==> run_1/sizes.png <==
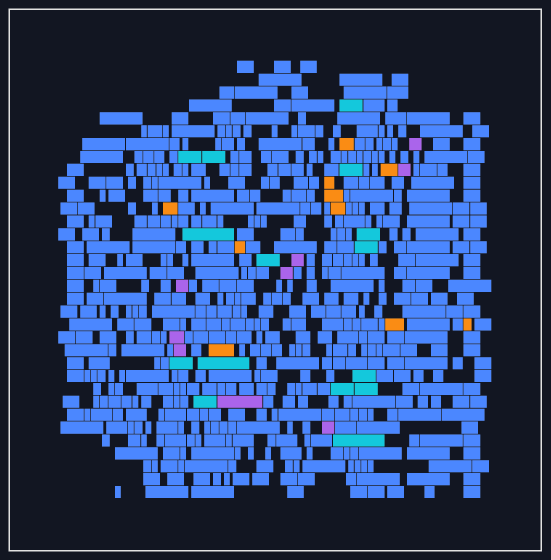
==> run_1/layer_met3.png <==
Cells faint in the background.
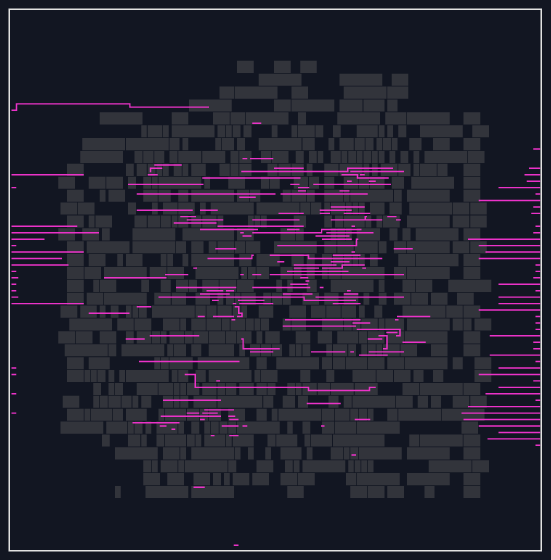
==> run_1/congestion.png <==
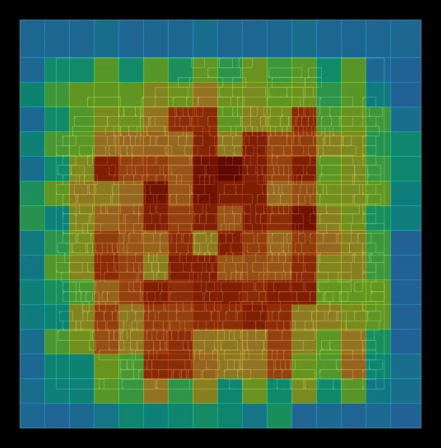
==> run_1/logic_types.png <==
Scale bar: 20 um.
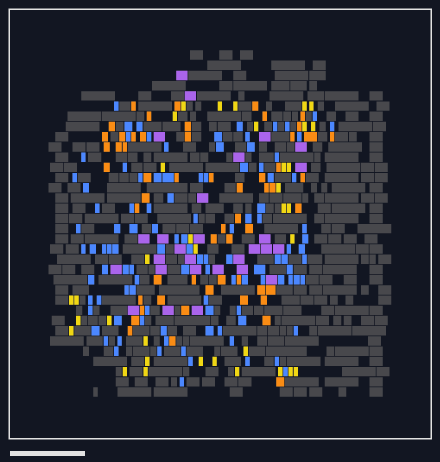
$ cat config.mk
export PLATFORM = sky130hd
export DESIGN_NAME = update_global_lvl_states
export DESIGN_NICKNAME = d
export VERILOG_FILES = /design/src/rtl/update_global_lvl_states_pkg.sv /design/src/rtl/update_global_lvl_states.sv
export SDC_FILE = /design/constraint.sdc
export NUM_CORES = 1
export LEC_CHECK = 0
export CORE_AREA = 10 10 102 104
export CTS_CLUSTER_DIAMETER = 120
export CTS_CLUSTER_SIZE = 14
export DETAILED_ROUTE_END_ITERATION = 8
export DIE_AREA = 0 0 112 114
export GPL_ROUTABILITY_DRIVEN = 0
export PLACE_DENSITY = 0.85
export SLEW_MARGIN = 5
export SYNTH_ARGS = -nofsm -noshare
export SYNTH_HDL_FRONTEND = slang
export SYNTH_SLANG_ARGS = --single-unit
export TNS_END_PERCENT = 1
$ cat constraint.sdc
create_clock -name clk -period 5.05 [get_ports clk]
set_input_delay 1.01 -clock clk [delete_from_list [all_inputs] [get_ports clk]]
set_output_delay 1.01 -clock clk [all_outputs]
set_load 0.005 [all_outputs]
$ cat src/rtl/update_global_lvl_states_pkg.sv
// Bin-manager constants shared by the global level-states writer and its neighbours.
// Holds bus widths, the {bin_id, has_bkt} field order and the writer FSM encoding.
// No logic of its own.
package update_global_lvl_states_pkg;

    localparam int WIDTH_LVL              = 16;
    localparam int WIDTH_BIN_ID           = 10;
    localparam int ADDR_WIDTH_LVLS_STATES = 9;
    localparam int WIDTH_LVL_STATES       = WIDTH_BIN_ID + 1;

    // One BRAM entry: owning bin in the upper bits, has_bkt flag in bit 0.
    typedef struct packed {
        logic [WIDTH_BIN_ID-1:0] bin_id;
        logic                    has_bkt;
    } lvl_state_t;

    typedef enum logic [1:0] {
        ST_IDLE  = 2'd0,
        ST_PUSH  = 2'd1,
        ST_CLEAR = 2'd2,
        ST_DONE  = 2'd3
    } upd_state_t;

    function automatic logic [WIDTH_LVL_STATES-1:0] pack_lvl_state(
        input logic [WIDTH_BIN_ID-1:0] bin_id,
        input logic                    has_bkt
    );
        lvl_state_t s;
        s.bin_id  = bin_id;
        s.has_bkt = has_bkt;
        return s;
    endfunction

endpackage

$ cat src/rtl/update_global_lvl_states.sv
// Writer for the global level-states BRAM: records level ownership on push, clears levels above a backtrack level.
// Latency: push done 2 cycles after start; clear done N+1 cycles after start (N = levels cleared).
// Backpressure: none; starts are sampled only when idle and dropped while busy_o is high (clear beats push).
//
// Ports: clk/rst (async active-low); start_push/lvl_i/bin_id_i; start_clear/bkt_lvl_i;
//        busy_o, done_update, max_lvl_o; apply_update_o + ram_* write port toward the parent's BRAM mux.
module update_global_lvl_states #(
    parameter int WIDTH_LVL              = update_global_lvl_states_pkg::WIDTH_LVL,
    parameter int WIDTH_BIN_ID           = update_global_lvl_states_pkg::WIDTH_BIN_ID,
    parameter int WIDTH_LVL_STATES       = update_global_lvl_states_pkg::WIDTH_LVL_STATES,
    parameter int ADDR_WIDTH_LVLS_STATES = update_global_lvl_states_pkg::ADDR_WIDTH_LVLS_STATES
) (
    input  logic                              clk,
    input  logic                              rst,
    input  logic                              start_push,
    input  logic [WIDTH_LVL-1:0]              lvl_i,
    input  logic [WIDTH_BIN_ID-1:0]           bin_id_i,
    input  logic                              start_clear,
    input  logic [WIDTH_LVL-1:0]              bkt_lvl_i,
    output logic                              busy_o,
    output logic                              done_update,
    output logic [WIDTH_LVL-1:0]              max_lvl_o,
    output logic                              apply_update_o,
    output logic                              ram_we_l_state_o,
    output logic [WIDTH_LVL_STATES-1:0]       ram_data_l_state_o,
    output logic [ADDR_WIDTH_LVLS_STATES-1:0] ram_addr_l_state_o
);

    import update_global_lvl_states_pkg::upd_state_t;
    import update_global_lvl_states_pkg::ST_IDLE;
    import update_global_lvl_states_pkg::ST_PUSH;
    import update_global_lvl_states_pkg::ST_CLEAR;
    import update_global_lvl_states_pkg::ST_DONE;
    import update_global_lvl_states_pkg::pack_lvl_state;

    upd_state_t                        state_q, state_d;
    logic                              busy_q, busy_d;
    logic                              done_q, done_d;
    logic                              we_q, we_d;
    logic                              apply_q, apply_d;
    logic [WIDTH_LVL_STATES-1:0]       data_q, data_d;
    logic [ADDR_WIDTH_LVLS_STATES-1:0] addr_q, addr_d;
    logic [WIDTH_LVL-1:0]              max_q, max_d;
    // Level whose clear write is on the port this cycle.
    logic [WIDTH_LVL-1:0]              lvl_cur_q, lvl_cur_d;
    logic [WIDTH_LVL-1:0]              bkt_q, bkt_d;
    logic [WIDTH_LVL-1:0]              last_lvl;

    // Lowest level a clear may touch; level bkt itself (and so level 0) survives.
    assign last_lvl = bkt_q + 1'b1;

    always_comb begin
        state_d   = state_q;
        done_d    = 1'b0;
        we_d      = 1'b0;
        data_d    = '0;
        addr_d    = '0;
        max_d     = max_q;
        lvl_cur_d = lvl_cur_q;
        bkt_d     = bkt_q;

        case (state_q)
            ST_IDLE: begin
                if (start_clear) begin
                    bkt_d = bkt_lvl_i;
                    if (max_q > bkt_lvl_i) begin
                        // First clear write goes out next cycle, at the current maximum.
                        we_d      = 1'b1;
                        addr_d    = max_q[ADDR_WIDTH_LVLS_STATES-1:0];
                        lvl_cur_d = max_q;
                        state_d   = ST_CLEAR;
                    end else begin
                        done_d  = 1'b1;
                        state_d = ST_DONE;
                    end
                end else if (start_push) begin
                    we_d    = 1'b1;
                    addr_d  = lvl_i[ADDR_WIDTH_LVLS_STATES-1:0];
                    data_d  = pack_lvl_state(bin_id_i, 1'b0);
                    max_d   = lvl_i;
                    state_d = ST_PUSH;
                end
            end
            ST_PUSH: begin
                done_d  = 1'b1;
                state_d = ST_DONE;
            end
            ST_CLEAR: begin
                if (lvl_cur_q == last_lvl) begin
                    done_d  = 1'b1;
                    max_d   = bkt_q;
                    state_d = ST_DONE;
                end else begin
                    lvl_cur_d = lvl_cur_q - 1'b1;
                    we_d      = 1'b1;
                    addr_d    = lvl_cur_d[ADDR_WIDTH_LVLS_STATES-1:0];
                end
            end
            ST_DONE: begin
                state_d = ST_IDLE;
            end
            default: begin
                state_d = ST_IDLE;
            end
        endcase

        apply_d = we_d;
        busy_d  = (state_d != ST_IDLE);
    end

    always_ff @(posedge clk or negedge rst) begin
        if (!rst) begin
            state_q   <= ST_IDLE;
            busy_q    <= 1'b0;
            done_q    <= 1'b0;
            we_q      <= 1'b0;
            apply_q   <= 1'b0;
            data_q    <= '0;
            addr_q    <= '0;
            max_q     <= '0;
            lvl_cur_q <= '0;
            bkt_q     <= '0;
        end else begin
            state_q   <= state_d;
            busy_q    <= busy_d;
            done_q    <= done_d;
            we_q      <= we_d;
            apply_q   <= apply_d;
            data_q    <= data_d;
            addr_q    <= addr_d;
            max_q     <= max_d;
            lvl_cur_q <= lvl_cur_d;
            bkt_q     <= bkt_d;
        end
    end

    assign busy_o             = busy_q;
    assign done_update        = done_q;
    assign max_lvl_o          = max_q;
    assign apply_update_o     = apply_q;
    assign ram_we_l_state_o   = we_q;
    assign ram_data_l_state_o = data_q;
    assign ram_addr_l_state_o = addr_q;

endmodule

==> out/metrics.cfg, run 1 <==
[run_status]
status=complete, no violations

[synthesis]
top_cells_by_area=dfrtp_1 38%, ha_1 5.9%, nand2_1 5.1%
async_reset_ff_frac=1.00
yosysUniqueCellTypes=55
synthFlopType=dfrtp_1
synthMuxAreaShare=0.0366
ys_cells=533
ys_seq_frac=0.385
avgSynthCellArea_sq_um=8.78
logic_family=simple AND/OR/NAND/NOR gates
synth_top_area_share=0.385
ys.warnings.count=0

[layout]
sequential_cell_total=72
fillerInstances=681
largest_class=logic gates
diodes=0
drive_above_1_share=0.0565
comb-cell-share=0.445
clkCellAreaFrac=0.0455
regArea_sq_um=1800
logic_gate_count=388
layout.area.comb_sq_um=2580

[route]
drt_iter0_markers=512
top_layer=met4
drt_pre_antenna_iters=5
wl_met2_um=6670
ant_nets=0
drc=0
wl_met1_um=5730

[final_timing]
fmax_ghz=0.258
hold_violations=0
period_used_share=0.767
fin_skew_ns=0.00851
rsz0062_at_grt=false

[critical_path]
arrival_ns=4.12
timing_worst_setup_path_type=in -> reg
crit_chain=clkdlybuf4s50_1, inv_1, ha_1, nand4_1, nor4_1, a21boi_1, nor3_1, o21ai_1, buf_4, nand4_1, o211a_1
critPathRequiredTime_ns=5.30
r2r_slack_ns=1.57
timing.rr.start=bkt_q[0]
cpMaxStageDelayCell=nor4_1

[run]
warnings=29
cap_violations=0

[power_and_ir_drop]
power_mw=3.56
leakage_nw=2.56
p_clk_mw=0.594
p_comb_frac=0.498
switchingPower_mw=1.58
swShare=0.443
power.share.clock=0.167

[clocking]
cts_made_buffers=9
cts_root_buf=clkbuf_8
path_clk_slew_ns=0.07
cts_tree=yes
cts_setup_buffers=0
postCtsResizedCells=0
cts_max_path_buffers=2

[global_routing]
grt.overflow.total=0
grt_pass1_vias=4664
gr-usage-met1=0.266
grt_pass1_wl_um=23700

[die]
fp_util=0.553
chip_area_sq_um=12800
core_sq_um=8470
die_x_um=112

[place]
port_buffers=84

[worst_hold_path]
min_from=bkt_q[13]
hold_path.class=reg -> reg

## Picture notes: sizes.png
_3 and _4 cells -> purple  # cells 9, share 1.5%, most used buf_4
_2 cells -> orange  # cells 10, share 1.7%
_0 and _1 cells -> blue  # cells 568, share 94%, most used clkdlybuf4s50_1
_6 and larger -> cyan  # cells 15, share 2.5%, most used clkbuf_8
Area Overhead vs Synth: 24.0%
bufs w/o clock: 91
post-route worst setup slack: 1.18 ns
design area: 5810 sq um

## Picture notes: layer_met3.png
longest straight run = 30.6 um
share of all routed wire = 9.3%
wire length on this layer = 1340 um
nets with wire on the layer = 137
main direction = horizontal
final WL: 14400 um
M3 GR Usage: 0.0640
vias: 4609

## Picture notes: congestion.png
met2 usage: 0.360
per-cell routed wire length: 20.3 um

## Picture notes: logic_types.png
nor cells -> orange  # cells 56, most used nor2_1
nand cells -> blue  # cells 107, most used nand2_1
xor and xnor cells -> purple  # cells 28, most used xnor2_1
inv cells -> yellow  # cells 35, most used inv_1
final std cells w/o fill: 710
highest-count logic cell in the final layout: clkdlybuf4s50_1

## run 1: per-stage QoR
stage | util | area (sq um) | hold WS [ns] | instances
final | 0.686 | 5810 | 0.607 | 710
after global routing | 0.686 | 5810 | 0.609 | 710
after CTS | 0.686 | 5810 | 0.596 | 710
after detailed placement | 0.655 | 5540 | 0.580 | 694
after global placement | 0.655 | 5540 | 0.537 | 694
after floorplan | - | 4680 | 0.490 | 533
## run 1: synth_stat cells, drive strengths merged, types with 2 or more instances
cell type / number
nand2b: 3
o211ai: 6
ha: 22
a32oi: 2
a221o: 16
a311oi: 2
nor3: 21
or3: 6
clkbuf: 25
a22oi: 10
o211a: 2
a211o: 2
nand4b: 2
a31oi: 5
nor2: 21
and2: 10
a41o: 2
nor4: 9
nand4: 12
or3b: 2
a21oi: 14
and4: 3
xnor2: 20
nand3: 27
or2: 3
nand2: 63
o21ai: 36
inv: 35
mux2i: 16
buf: 13
a311o: 8
a211oi: 6
o22ai: 2
a21o: 2
dfrtp: 72
xor2: 8
nor2b: 4
o31ai: 3
and3: 7
o21a: 2
## run 1: registers in the layout, summed over array words and instances (netlist names)
register	flops
apply_update_o	1
done_update	1
bkt_q	16
max_lvl_o	16
lvl_cur_q	16
ram_data_l_state_o	10
ram_addr_l_state_o	9
busy_o	1
state_q	2
## run 1: how the worst min path moves through the flow
stage	slack, ns	end	cells past startpoint
6_report	0.61	bkt_q[13]	2
5_1_grt	0.61	bkt_q[15]	2
3_3_place_gp	0.54	bkt_q[15]	2
4_1_cts	0.60	bkt_q[13]	2
2_1_floorplan	0.49	bkt_q[15]	2
3_5_place_dp	0.58	bkt_q[13]	2
## run 1: critical path: cells and delay by family
family,cells,cell delay (ns)
buffers and inverters,3,0.82
AOI/OAI and AO/OA,3,0.81
adders and majority gates,1,0.30
and+or+nand+nor,4,1.18
==> run_1/clk_routes.png <==
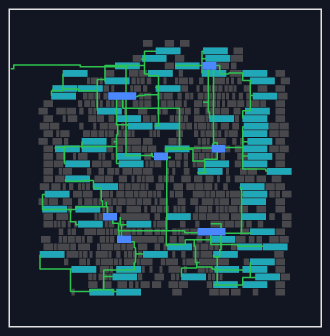

--- run 2 (diff from run 1) ---
CORE_AREA = 10 10 110 112   (was 10 10 102 104)
DIE_AREA = 0 0 120 122   (was 0 0 112 114)
PLACE_DENSITY = 0.76   (was 0.85)
clock period = 3.5 ns   (was 5.05 ns; I/O delays follow)
==> run_2/clk_routes.png <==
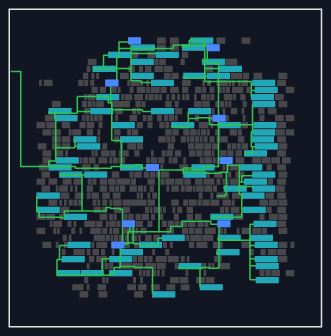
flip-flops -> cyan  # count 72
clock wires -> green  # length 1040 um
clock drivers -> blue  # count 9
routed clock nets = 10
Clock Power Share: 0.128
clk latency late pin: 0.37 ns
Final Skew: 0.0176 ns
clk pwr: 0.653 mW

==> run_2/congestion.png <==
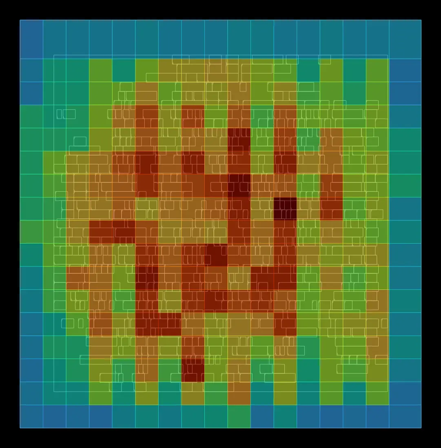
met1 usage: 0.247
M3 GR Usage: 0.0523

==> run 2 against run 1 <==
- hold slack got worse by 0.24 ns
- via count decreased by 0.56%
- final area increased by 2.5%
- wire length increased by 4.2%
- global-route usage decreased by 1.4 points
- critical path type is now reg -> reg
- largest power group unchanged
- highest routed layer unchanged
==> out/metrics.cfg, run 2 <==
[run_status]
status=complete, no violations

[layout]
lay_top_count=clkdlybuf4s50_1
comb-cell-share=0.434
drive_above_1_share=0.0912
largest_class=logic gates
layoutNonFillerInstCount=761
logic_gate_count=388
diodes=0
final_cell_area_sq_um=5950
area_growth_pct=27.2
n_all_buffers=114
fillerInstances=897
sequential_cell_total=72
layout.area.comb_sq_um=2580
clkCellAreaFrac=0.0322
regArea_sq_um=1800

[synthesis]
avgSynthCellArea_sq_um=8.78
ys.warnings.count=0
synthMuxAreaShare=0.0366
top_cells_by_area=dfrtp_1 38%, ha_1 5.9%, nand2_1 5.1%
ys_seq_frac=0.385
synth_top_area_share=0.385
yosys-top-cells-count=72 x dfrtp_1, 63 x nand2_1, 35 x inv_1, 35 x o21ai_0, 27 x nand3_1
ys_cells=533
synthFlopType=dfrtp_1
yosysUniqueCellTypes=55
logic_family=simple AND/OR/NAND/NOR gates
most_common_cell=dfrtp_1
async_reset_ff_frac=1.00
synth-edff-count=0

[place]
placedInstanceArea_sq_um=5760
dp_slack_ns=-0.00919
dp_hpwl_um=11300
placedCellCount=745
port_buffers=84

[global_routing]
grt_pass1_vias=4766
met2_usage=0.352
grt_pass1_wl_um=24600
grt.overflow.total=0

[die]
die_x_um=120
chip_area_sq_um=14600
core_sq_um=10000
fp_util=0.466

[power_and_ir_drop]
power_mw=5.12
switchingPower_mw=2.33
leakage_nw=2.64
p_comb_frac=0.535

[clocking]
cts_tree=yes
cts_made_buffers=9
cts_root_buf=clkbuf_8
postCtsResizedCells=0
cts_setup_buffers=0
path_clk_slew_ns=0.08

[run]
warnings=29
cap_violations=0

[worst_hold_path]
hold_path.class=in -> async

[route]
totalWireLength_um=15000
ant_nets=0
num_vias=4583
wl_met2_um=7240
top_layer=met4
drt_pre_antenna_iters=5
wl_per_cell_um=19.7
drt_iter0_markers=395
wl_met1_um=6150

[critical_path]
crit_end=lvl_cur_q[10]
critPathRequiredTime_ns=3.75
timing.rr.start=bkt_q[0]
arrival_ns=3.57
timing_worst_setup_path_type=reg -> reg

[final_timing]
fmax_ghz=0.302
hold_violations=0
period_used_share=0.947
fin_ws_ns=0.184
layout_min_cycle_time_ns=3.32
timing.hold.ws_ns=0.366

==> run_2/sizes.png <==
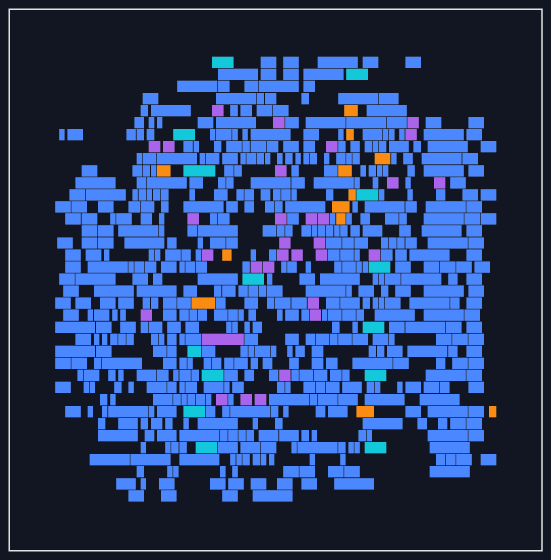
_0 and _1 cells -> blue  # cells 568, share 91%, most used clkdlybuf4s50_1
_2 cells -> orange  # cells 12, share 1.9%
_3 and _4 cells -> purple  # cells 31, share 5.0%, most used buf_4
_6 and larger -> cyan  # cells 14, share 2.2%, most used clkbuf_8

run 2: per-stage QoR:
stage                     setup TNS (ns)   util
final                                  0  0.593
after CTS                              0  0.593
after floorplan                        0      -
after global placement                 0  0.574
after global routing                   0  0.593
after detailed placement        -0.00919  0.574
run 2: cell families (layout without fill, tap and decap cells):
| kind of cell | after synthesis | in the layout |
|---|---|---|
| compound gates | 126 | 126 |
| xor+xnor | 28 | 28 |
| fa+ha+maj | 22 | 22 |
| buf+inv | 73 | 165 |
| flops | 72 | 72 |
| mux | 17 | 17 |
| other cells | 1 | 1 |
| simple gates | 194 | 194 |
run 2: worst max-delay path, stage by stage, from the launching register on:
cell       delay, ns
dfrtp_1         0.54
ha_1            0.40
nand4b_1        0.15
nand2_1         0.10
o31ai_1         0.07
nor4_1          0.54
o2111ai_4       0.58
buf_4           0.38
a311o_1         0.26
and3_1          0.16
run 2: worst min path at each step:
stage / end / slack (ns) / depth (start not counted)
global route: lvl_cur_q[0] / 0.39 / 1
detailed placement: bkt_q[14] / 0.56 / 2
CTS: lvl_cur_q[0] / 0.37 / 1
global placement: bkt_q[14] / 0.55 / 2
finish: ram_data_l_state_o[5] / 0.37 / 1
floorplan: apply_update_o / 0.40 / 0
run 2: power groups by stage:
stage / logic, mW / clock network, mW / registers (mW)
finish: 2.74 / 0.653 / 1.72
global route: 3.04 / 0.690 / 1.76
CTS: 2.71 / 0.656 / 1.70
detailed placement: 2.69 / 0 / 1.72
global placement: 2.58 / 0 / 1.71
floorplan: 1.81 / 0 / 1.47
==> run_2/layer_met3.png <==
Cells faint in the background.
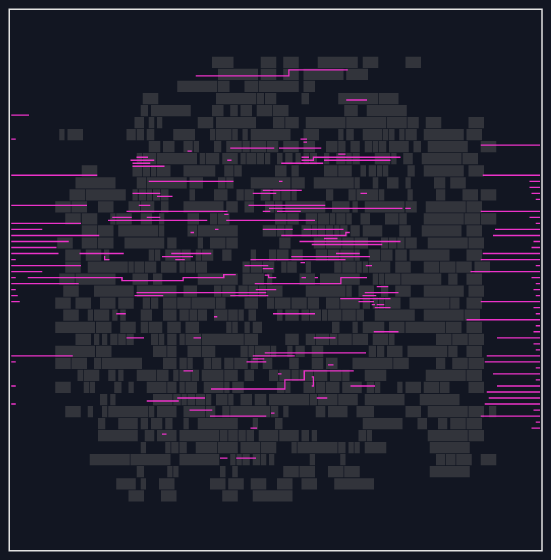

--- run 3 (diff from run 2) ---
CELL_PAD_IN_SITES_DETAIL_PLACEMENT = 2   (was default)
CELL_PAD_IN_SITES_GLOBAL_PLACEMENT = 2   (was default)
CORE_AREA = 10 10 139 141   (was 10 10 110 112)
DIE_AREA = 0 0 149 151   (was 0 0 120 122)
PLACE_DENSITY = default   (was 0.76)
PLACE_DENSITY_LB_ADDON = 0.1   (was default)
TNS_END_PERCENT = default   (was 1)
==> run_3/layer_met3.png <==
Cells faint in the background.
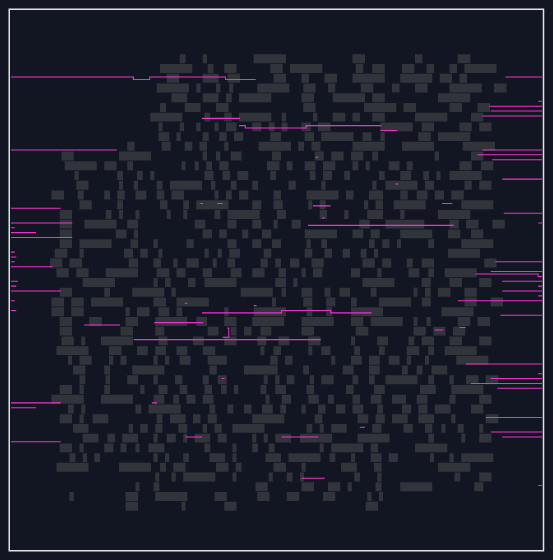
longest straight run = 52.0 um
main direction = horizontal
share of all routed wire = 4.3%
M3 GR Usage: 0.0391
vias: 4534
final WL: 19200 um

==> run_3/congestion.png <==
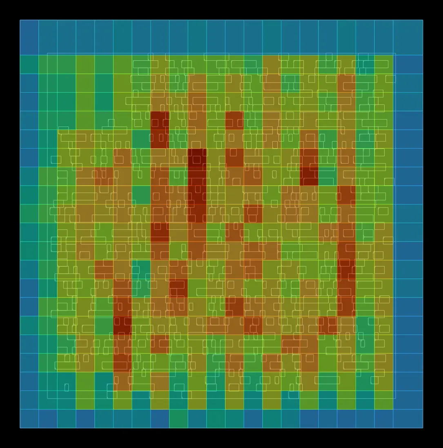
final core occ: 0.374
met1 usage: 0.209
Total GRT Usage: 0.174

==> run 3 against run 2 <==
- critical path depth rose by 3
- largest cell class unchanged
- non-clock buffer count fell by 2
- clock power rose by about 50%
- sequential power barely moved
- final area rose by 3.4%
- via count fell by 1.1%
- register-to-register slack improved by 0.30 ns
- global-route usage fell by 3.4 points
- combinational power rose by 5%
- critical endpoint is now lvl_cur_q[6]
- total power rose by 9.0%
- fmax rose by 1.7%
- largest power group unchanged
==> out/metrics.cfg, run 3 <==
[synthesis]
synth-edff-count=0
most_common_cell=dfrtp_1
synthMuxAreaShare=0.0366
ys_seq_frac=0.385
synth_top_area_share=0.385
yosys-top-cells-count=72 x dfrtp_1, 63 x nand2_1, 35 x inv_1, 35 x o21ai_0, 27 x nand3_1
synthFlopType=dfrtp_1
async_reset_ff_frac=1.00
avgSynthCellArea_sq_um=8.78
yosysUniqueCellTypes=55
logic_family=simple AND/OR/NAND/NOR gates

[layout]
diodes=0
layoutNonFillerInstCount=843
drive_above_1_share=0.0915
fillerInstances=1856
lay_top_count=clkdlybuf4s50_1

[route]
drt_iter0_markers=208
ant_nets=0
wl_per_cell_um=22.7
drc=0
top_layer=met4

[final_timing]
layout_min_cycle_time_ns=3.26
period_used_share=0.931
hold_violations=0
fmax_ghz=0.307
fin_ws_ns=0.240

[clocking]
cts_max_path_buffers=2
cts_root_buf=clkbuf_16
clk_latency_ns=0.35
cts_tree=yes
cts_made_buffers=9

[global_routing]
grt_pass1_wl_um=30300
grt_pass1_vias=5058

[power_and_ir_drop]
power.share.clock=0.175
p_comb_frac=0.516
switchingPower_mw=2.56
swShare=0.459

[die]
die_x_um=149
fp_util=0.284
chip_area_sq_um=22500

[place]
placedInstanceArea_sq_um=5840
port_buffers=84
placedCellCount=827
dp_slack_ns=-0.177
dp_hpwl_um=14400

[worst_hold_path]
hold_path.class=in -> async

[critical_path]
critPathRequiredTime_ns=3.74
arrival_ns=3.50
r2r_slack_ns=0.48

[run]
cap_violations=0

[run_status]
status=complete, no violations

==> run_3/sizes.png <==
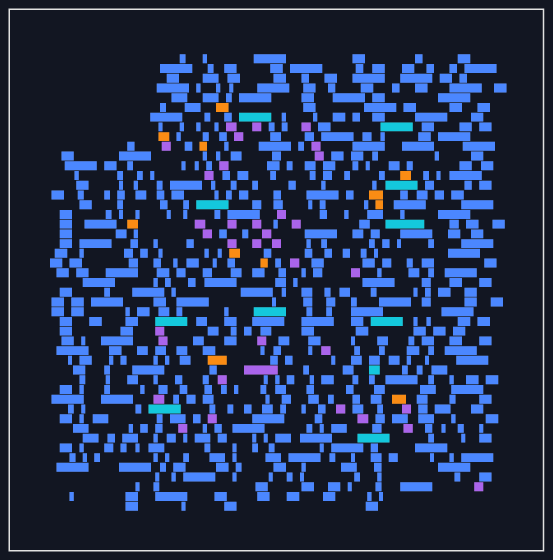
_2 cells -> orange  # cells 11, share 1.8%
_6 and larger -> cyan  # cells 11, share 1.8%, most used clkbuf_16
_0 and _1 cells -> blue  # cells 566, share 91%, most used clkdlybuf4s50_1
_3 and _4 cells -> purple  # cells 35, share 5.6%, most used buf_4

-- run 3: worst max-delay path, cell delays in order --
cell and delay (ns):
clkdlybuf4s50_1 0.45, inv_1 0.05, ha_1 0.30, nand4_1 0.17, nor4_1 0.31, buf_4 0.17
a21boi_1 0.33, nor3_1 0.15, o21ai_2 0.25, buf_4 0.20, o21ai_0 0.10, a311o_1 0.33
-- run 3: per-layer routing --
layer	vias to the layer above	global-route usage
met5	-	0
met4	0	0.0672
met3	22	0.0391
met2	84	0.298
met1	2329	0.209
li1	2099	-
-- run 3: final cells by class --
class | instances | area (sq um) | share of cell area
inverters | 35 | 131 | 0.0213
well taps | 220 | 275 | 0.0447
clock inverters | 7 | 81.3 | 0.0132
multi-input cells | 388 | 2590 | 0.421
clock buffers | 9 | 225 | 0.0366
repair buffers | 112 | 1050 | 0.170
flip-flops and latches | 72 | 1800 | 0.293
-- run 3: worst paths after layout --
path / start / to / cells after the start
max reg2reg: bkt_q[2] / lvl_cur_q[15] / 7
min: rst / bkt_q[4] / 1
max in group asynchronous: rst / lvl_cur_q[8] / 1
min reg2reg: bkt_q[13] / bkt_q[13] / 2
min in group clk: bkt_q[13] / bkt_q[13] / 2
max: bkt_lvl_i[14] / lvl_cur_q[6] / 12
-- run 3: timing repair --
action	CTS	global route
buffers inserted	0	0
endpoints found under the setup margin	0	1
gates resized	0	1
hold buffers	0	0
-- run 3: power by group through the flow --
stage | Clock, mW | Combinational, mW | Sequential (mW)
floorplan | 0 | 1.81 | 1.47
global placement | 0 | 2.75 | 1.73
detailed placement | 0 | 2.89 | 1.74
CTS | 1.01 | 2.91 | 1.73
global route | 1.05 | 3.23 | 1.78
finish | 0.978 | 2.88 | 1.72
Power and IR drop assume default switching activity.
